===== config.mk =====
export PLATFORM = sky130hd
export DESIGN_NAME = rtc_alarm_unit
export DESIGN_NICKNAME = d
export VERILOG_FILES = /design/src/rtl/rtc_pkg.sv /design/src/rtl/rtc_alarm_ch.sv /design/src/rtl/rtc_alarm_unit.sv
export SDC_FILE = /design/constraint.sdc
export NUM_CORES = 1
export LEC_CHECK = 0
export CORE_ASPECT_RATIO = 2
export CORE_MARGIN = 5
export CORE_UTILIZATION = 25
export CTS_CLUSTER_DIAMETER = 50
export CTS_CLUSTER_SIZE = 28
export DETAILED_ROUTE_END_ITERATION = 6
export PLACE_DENSITY_LB_ADDON = 0.05
export SLEW_MARGIN = 20
export SYNTH_ARGS = -nofsm -noshare
export SYNTH_HDL_FRONTEND = slang
export SYNTH_SLANG_ARGS = --single-unit

===== constraint.sdc =====
create_clock -name clk -period 17.9 [get_ports clk]
set_clock_uncertainty 0.2 [all_clocks]
set_input_delay 3.58 -clock clk [delete_from_list [all_inputs] [get_ports clk]]
set_output_delay 3.58 -clock clk [all_outputs]
set_load 0.05 [all_outputs]

===== src/rtl/rtc_pkg.sv =====
// Shared time-of-day types and helpers for the RTC alarm unit.
// Time values are packed {hh[16:12], mm[11:6], ss[5:0]}.
package rtc_pkg;

  localparam int TIME_W = 17;
  localparam int HH_MSB = 16;
  localparam int HH_LSB = 12;
  localparam int MM_MSB = 11;
  localparam int MM_LSB = 6;
  localparam int SS_MSB = 5;
  localparam int SS_LSB = 0;

  typedef logic [TIME_W-1:0] hms_t;

  typedef enum logic [1:0] {
    ALM_IDLE    = 2'd0,
    ALM_ARMED   = 2'd1,
    ALM_RINGING = 2'd2,
    ALM_SNOOZED = 2'd3
  } alm_state_e;

  function automatic logic hms_valid(input hms_t t);
    return (t[HH_MSB:HH_LSB] <= 5'd23) &&
           (t[MM_MSB:MM_LSB] <= 6'd59) &&
           (t[SS_MSB:SS_LSB] <= 6'd59);
  endfunction

  // Advance by one second with the full 23:59:59 -> 00:00:00 carry chain.
  function automatic hms_t hms_inc_sec(input hms_t t);
    logic [4:0] hh;
    logic [5:0] mm;
    logic [5:0] ss;
    hh = t[HH_MSB:HH_LSB];
    mm = t[MM_MSB:MM_LSB];
    ss = t[SS_MSB:SS_LSB];
    if (ss != 6'd59) begin
      ss = ss + 6'd1;
    end else begin
      ss = '0;
      if (mm != 6'd59) begin
        mm = mm + 6'd1;
      end else begin
        mm = '0;
        hh = (hh == 5'd23) ? 5'd0 : hh + 5'd1;
      end
    end
    return {hh, mm, ss};
  endfunction

  // Add n minutes (n <= 59) to a valid time, wrapping at 24 h; seconds are kept.
  function automatic hms_t hms_add_min(input hms_t t, input logic [5:0] n);
    logic [6:0] msum;
    logic [4:0] hh;
    msum = {1'b0, t[MM_MSB:MM_LSB]} + {1'b0, n};
    hh   = t[HH_MSB:HH_LSB];
    if (msum >= 7'd60) begin
      msum = msum - 7'd60;
      hh   = hh + 5'd1;
    end
    if (hh >= 5'd24) hh = hh - 5'd24;
    return {hh, msum[5:0], t[SS_MSB:SS_LSB]};
  endfunction

endpackage


===== src/rtl/rtc_alarm_ch.sv =====
// One alarm channel: stored alarm time, ring/snooze FSM, snooze target and ring timer.
// Match and snooze events compare against the time value the counter takes this edge.
module rtc_alarm_ch
  import rtc_pkg::*;
#(
  parameter int BUZZ_SECS  = 30,
  parameter int SNOOZE_MIN = 5
) (
  input  logic              clk,
  input  logic              rst,
  input  logic              wr,
  input  logic [TIME_W-1:0] wr_time,
  input  logic              wr_en,
  input  logic              ack,
  input  logic              snooze,
  input  logic              tick,
  input  logic [TIME_W-1:0] time_nx,
  output logic              buzz
);

  localparam int RW = (BUZZ_SECS > 1) ? $clog2(BUZZ_SECS) : 1;
  localparam logic [RW-1:0] RING_LAST = RW'(BUZZ_SECS - 1);
  localparam logic [5:0]    SNZ_MIN   = 6'(SNOOZE_MIN);

  alm_state_e    state, state_nx;
  hms_t          alm_time, alm_time_nx;
  logic          alm_ok, alm_ok_nx;
  hms_t          snz_time, snz_time_nx;
  logic [RW-1:0] ring_cnt, ring_cnt_nx;

  always_comb begin
    // NOTE: every output of this block gets a default first so no path can leave one unassigned and infer a latch.
    state_nx    = state;
    alm_time_nx = alm_time;
    alm_ok_nx   = alm_ok;
    snz_time_nx = snz_time;
    ring_cnt_nx = ring_cnt;

    if (wr) begin
      alm_time_nx = wr_time;
      alm_ok_nx   = hms_valid(wr_time);
      ring_cnt_nx = '0;
      state_nx    = wr_en ? ALM_ARMED : ALM_IDLE;
    end else begin
      unique case (state)
        ALM_ARMED: begin
          if (tick && alm_ok && (time_nx == alm_time)) begin
            state_nx    = ALM_RINGING;
            ring_cnt_nx = '0;
          end
        end
        ALM_RINGING: begin
          if (ack) begin
            state_nx = ALM_ARMED;
          end else if (snooze) begin
            state_nx    = ALM_SNOOZED;
            snz_time_nx = hms_add_min(time_nx, SNZ_MIN);
          end else if (tick) begin
            if (ring_cnt == RING_LAST) state_nx = ALM_ARMED;
            else ring_cnt_nx = ring_cnt + 1'b1;
          end
        end
        ALM_SNOOZED: begin
          if (ack) begin
            state_nx = ALM_ARMED;
          end else if (tick && (time_nx == snz_time)) begin
            state_nx    = ALM_RINGING;
            ring_cnt_nx = '0;
          end
        end
        default: begin
          state_nx = state;
        end
      endcase
    end
  end

  // NOTE: the stored alarm and snooze times are a handful of flops, so they take the async reset like the FSM.
  always_ff @(posedge clk or posedge rst) begin
    if (rst) begin
      state    <= ALM_IDLE;
      alm_time <= '0;
      alm_ok   <= 1'b0;
      snz_time <= '0;
      ring_cnt <= '0;
      buzz     <= 1'b0;
    end else begin
      // NOTE: non-blocking assignments here so every flop samples pre-edge values regardless of statement order.
      state    <= state_nx;
      alm_time <= alm_time_nx;
      alm_ok   <= alm_ok_nx;
      snz_time <= snz_time_nx;
      ring_cnt <= ring_cnt_nx;
      buzz     <= (state_nx == ALM_RINGING);
    end
  end

endmodule


===== src/rtl/rtc_alarm_unit.sv =====
// Time-of-day core: second prescaler, hh:mm:ss counter with validated load handshake,
// 12/24 h display formatter and NUM_ALM independent alarm channels.
module rtc_alarm_unit
  import rtc_pkg::*;
#(
  parameter int TICK_DIV   = 1000,
  parameter int NUM_ALM    = 4,
  parameter int BUZZ_SECS  = 30,
  parameter int SNOOZE_MIN = 5
) (
  input  logic                                            clk,
  input  logic                                            rst,
  input  logic                                            set_valid,
  output logic                                            set_ready,
  input  logic [TIME_W-1:0]                               set_time,
  output logic                                            set_err,
  input  logic                                            fmt_12h,
  input  logic                                            alm_wr,
  input  logic [$clog2((NUM_ALM > 1) ? NUM_ALM : 2)-1:0]  alm_idx,
  input  logic [TIME_W-1:0]                               alm_time,
  input  logic                                            alm_en,
  input  logic [NUM_ALM-1:0]                              ack,
  input  logic [NUM_ALM-1:0]                              snooze,
  output logic [TIME_W-1:0]                               time_out,
  output logic                                            pm,
  output logic                                            sec_pulse,
  output logic [NUM_ALM-1:0]                              buzz,
  output logic                                            buzz_any
);

  localparam int IW = $clog2((NUM_ALM > 1) ? NUM_ALM : 2);
  localparam int PW = $clog2(TICK_DIV);
  localparam logic [PW-1:0] PRESC_LAST = PW'(TICK_DIV - 1);

  logic [PW-1:0] presc;
  hms_t          cur_time;
  hms_t          time_nx;
  logic          accept;
  logic          set_ok;
  logic          load;
  logic          tick;
  logic          tick_eff;
  logic [4:0]    cur_hh;
  logic [4:0]    disp_hh;

  assign accept   = set_valid & set_ready;
  assign set_ok   = hms_valid(set_time);
  assign load     = accept & set_ok;
  assign tick     = (presc == PRESC_LAST);
  // A valid load in the wrap cycle replaces the time, so that second is dropped entirely.
  assign tick_eff = tick & ~load;

  always_comb begin
    time_nx = cur_time;
    if (load) time_nx = set_time;
    else if (tick) time_nx = hms_inc_sec(cur_time);
  end

  always_ff @(posedge clk or posedge rst) begin
    if (rst) begin
      presc     <= '0;
      cur_time  <= '0;
      sec_pulse <= 1'b0;
      set_ready <= 1'b1;
      set_err   <= 1'b0;
    end else begin
      presc     <= (load || tick) ? '0 : presc + 1'b1;
      cur_time  <= time_nx;
      sec_pulse <= tick_eff;
      set_ready <= ~accept;
      set_err   <= accept & ~set_ok;
    end
  end

  // 12 h display: 00 and 12 both show as 12, 13..23 fold down to 1..11.
  assign cur_hh = cur_time[HH_MSB:HH_LSB];

  always_comb begin
    disp_hh = cur_hh;
    if (fmt_12h) begin
      if ((cur_hh == 5'd0) || (cur_hh == 5'd12)) disp_hh = 5'd12;
      else if (cur_hh > 5'd12) disp_hh = cur_hh - 5'd12;
    end
  end

  always_ff @(posedge clk or posedge rst) begin
    if (rst) begin
      time_out <= '0;
      pm       <= 1'b0;
    end else begin
      time_out <= {disp_hh, cur_time[MM_MSB:0]};
      pm       <= fmt_12h & (cur_hh >= 5'd12);
    end
  end

  for (genvar i = 0; i < NUM_ALM; i++) begin : g_ch
    logic ch_wr;
    // Indices at or above NUM_ALM decode to no channel and are dropped.
    assign ch_wr = alm_wr && (alm_idx == IW'(i));

    rtc_alarm_ch #(
      .BUZZ_SECS  (BUZZ_SECS),
      .SNOOZE_MIN (SNOOZE_MIN)
    ) u_ch (
      .clk     (clk),
      .rst     (rst),
      .wr      (ch_wr),
      .wr_time (alm_time),
      .wr_en   (alm_en),
      .ack     (ack[i]),
      .snooze  (snooze[i]),
      .tick    (tick_eff),
      .time_nx (time_nx),
      .buzz    (buzz[i])
    );
  end

  assign buzz_any = |buzz;

endmodule

==> flow_summary.toml <==
# yosys + openroad results
[power]
p_sw_uw = 679
swShare_pct = 40.3
pwr-share-clk_pct = 34.8

[die]
die_y_um = 338
dieArea_um2 = 58700

[place]
place_congestion = 0.985
place_hpwl_um = 53100

[synthesis]
synthTopCellsByArea = "dfrtp_1, nand2_1, o21ai_0"
yosysChipArea_um2 = 13400
ys_cells = 1589
ys_sh_mux_pct = 2.88
syn_nets = 1658
yosysWarnings = 0
synth_cell_type_count = 96
synthCells = 1589
fa_ha_area_share_pct = 1.77
edf_count = 0

[final_layout]
reg.largest.list = "g_ch.u_ch.alm_time x68, g_ch.u_ch.snz_time x68, g_ch.u_ch.ring_cnt x20"
antenna_cells = 0
fill_cells = 5700
drive_above_1_share_pct = 8.61

[min_path]
hold_end = "time_out[1]$_DFF_PP0_"
hp-class = "flop to flop"
holdCritStartpoint = "cur_time[1]$_DFF_PP0_"

[setup_path]
cp-start-kind = "input port"
worst-path-buf-inv = 4
path_delay_family = "simple AND/OR/NAND/NOR gates"
rrSetupSlack_ps = 12180
r2r-end = "g_ch[3].u_ch.ring_cnt[1]$_DFFE_PP0P_"
worstPathRequired_ps = 18160
endpoint = "g_ch[3].u_ch.ring_cnt[1]$_DFFE_PP0P_"
worstSetupStartpoint = "set_time[5]"

[final_timing]
hold_viol_final = 0
max-slew-margin-rel_pct = 20.3
grt_setup_unrepaired = "false"
period_minus_slack_ps = 8960
fin_tns_setup_ps = 0

[global_routing]
grt_usage_pct = 22.5
grt_pass1_wl_um = 95300

[clock_tree]
numCtsBuffers = 26
h-tree-depth = 1
hold_buffers = 0
clk-insertion-delay-late_ps = 590
post_cts_buffers = 0
cts.clk_slew.worst_paths_ps = 70

[run_status]
status = "finished clean"

[detailed_routing]
avgViaCountPerCell = 5.40

[flow_run]
cap_violations = 0
cell type report:
| cell class | count | area, um^2 | area share, % |
|---|---|---|---|
| Inverter | 44 | 173 | 1.09 |
| Sequential cell | 220 | 5510 | 34.8 |
| Clock buffer | 30 | 707 | 4.47 |
| Tap cell | 671 | 840 | 5.30 |
| Multi-Input combinational cell | 1240 | 7390 | 46.7 |
| Clock inverter | 18 | 216 | 1.37 |
| Timing Repair Buffer | 108 | 998 | 6.31 |
layer usage:
metal	up-vias	GRT usage (%)	share of wire, %
met3	165	2.47	3.9
li1	5757	-	-
met2	431	42.9	53
met5	-	0	0
met1	6230	23.3	35
met4	0	14.1	7.6
Yosys cell counts (all sizes together) (16+ instances only):
| library cell | count |
|---|---|
| clkbuf | 54 |
| nor3 | 38 |
| a21oi | 64 |
| nand2 | 353 |
| a31oi | 18 |
| mux2i | 16 |
| nand3 | 47 |
| mux2 | 19 |
| xnor2 | 61 |
| xor2 | 39 |
| nand4 | 38 |
| nand2b | 17 |
| dfrtp | 219 |
| and3 | 23 |
| inv | 42 |
| o21ai | 125 |
| ha | 19 |
| nor2 | 96 |
| buf | 31 |
| nor4 | 17 |
stage by stage:
step,cells,instance area (um^2),worst slack [ps],hold slack [ps],total power [uW]
after detailed placement,2283,14900,8510,246,1110
after global routing,2331,15800,8790,291,1760
after CTS,2331,15800,9090,254,1710
after global placement,2283,14900,8610,252,1110
final,2331,15800,8940,258,1690
after floorplan,1589,13400,8100,149,883
power groups by stage:
stage / Sequential (uW) / Clock (uW) / Combinational, uW
after floorplan: 617 / 0 / 266
after global placement: 629 / 0 / 480
after detailed placement: 629 / 0 / 480
after CTS: 619 / 605 / 482
after global routing: 624 / 620 / 512
final: 619 / 587 / 481
### Cells by drive strength

Scale: 1.5 px per um.
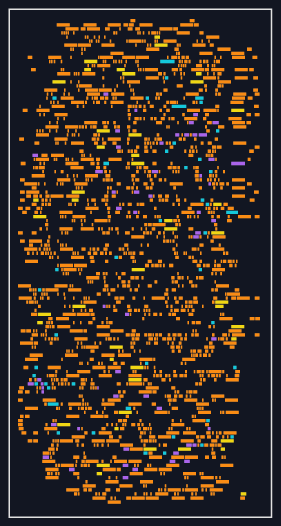
- cyan: x3 and x4 (cells 43)
- purple: x2 (cells 55)
- orange: x1 and smaller (cells 1517)
- yellow: x6 and larger (cells 45)

### Metal 3

Scale: 1 px per um. Cells faint in the background.
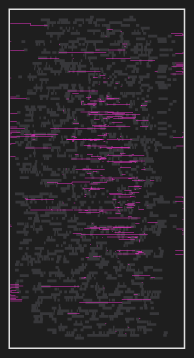
- nets with wire on the layer: 186
- share of all routed wire: 3.9%
met3 usage in global routing: 2.47%
via count: 12600
routed wire length: 67900 um

### Cell placement

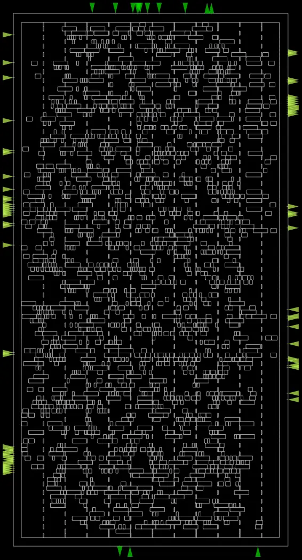
Layout Cells excl Fill: 2331
Tapcells: 671

### Placement by cell class

Scale: 2 px per um.
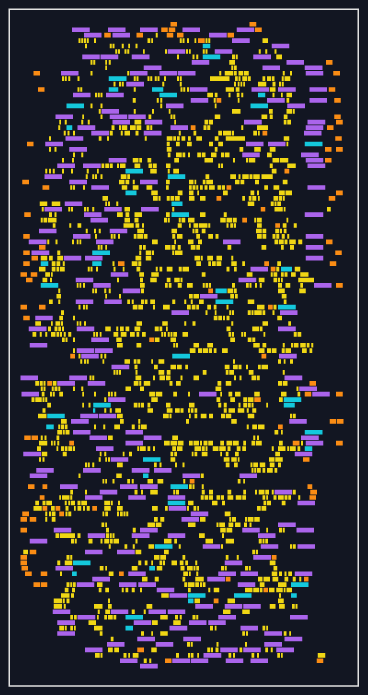
- yellow: remaining logic cells (cells 1284; share of their area 50%)
- orange: remaining buffers and delay cells (cells 108; share of their area 6.7%)
- purple: registers (cells 220; share of their area 37%)
- cyan: clock drivers and dummy loads (cells 48; share of their area 6.2%)
Core ar.: 53300 um^2
post-layout util: 29.7%
# rows: 120

### Where the registers sit

Scale: 1.5 px per um.
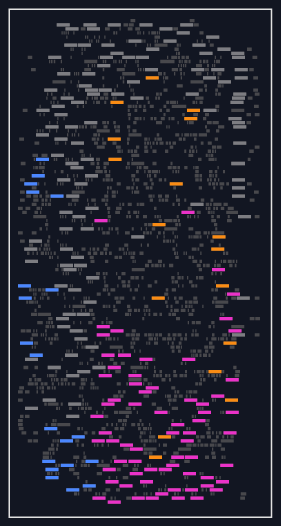
- blue: g_ch.u_ch.ring_cnt (sequential cells 20)
- orange: cur_time (sequential cells 17)
- magenta: g_ch.u_ch.snz_time (sequential cells 68)
storage element area: 5510 um^2
fraction of area in registers: 34.8%

Power figures rest on the tool's default switching activity, not on a simulated workload.
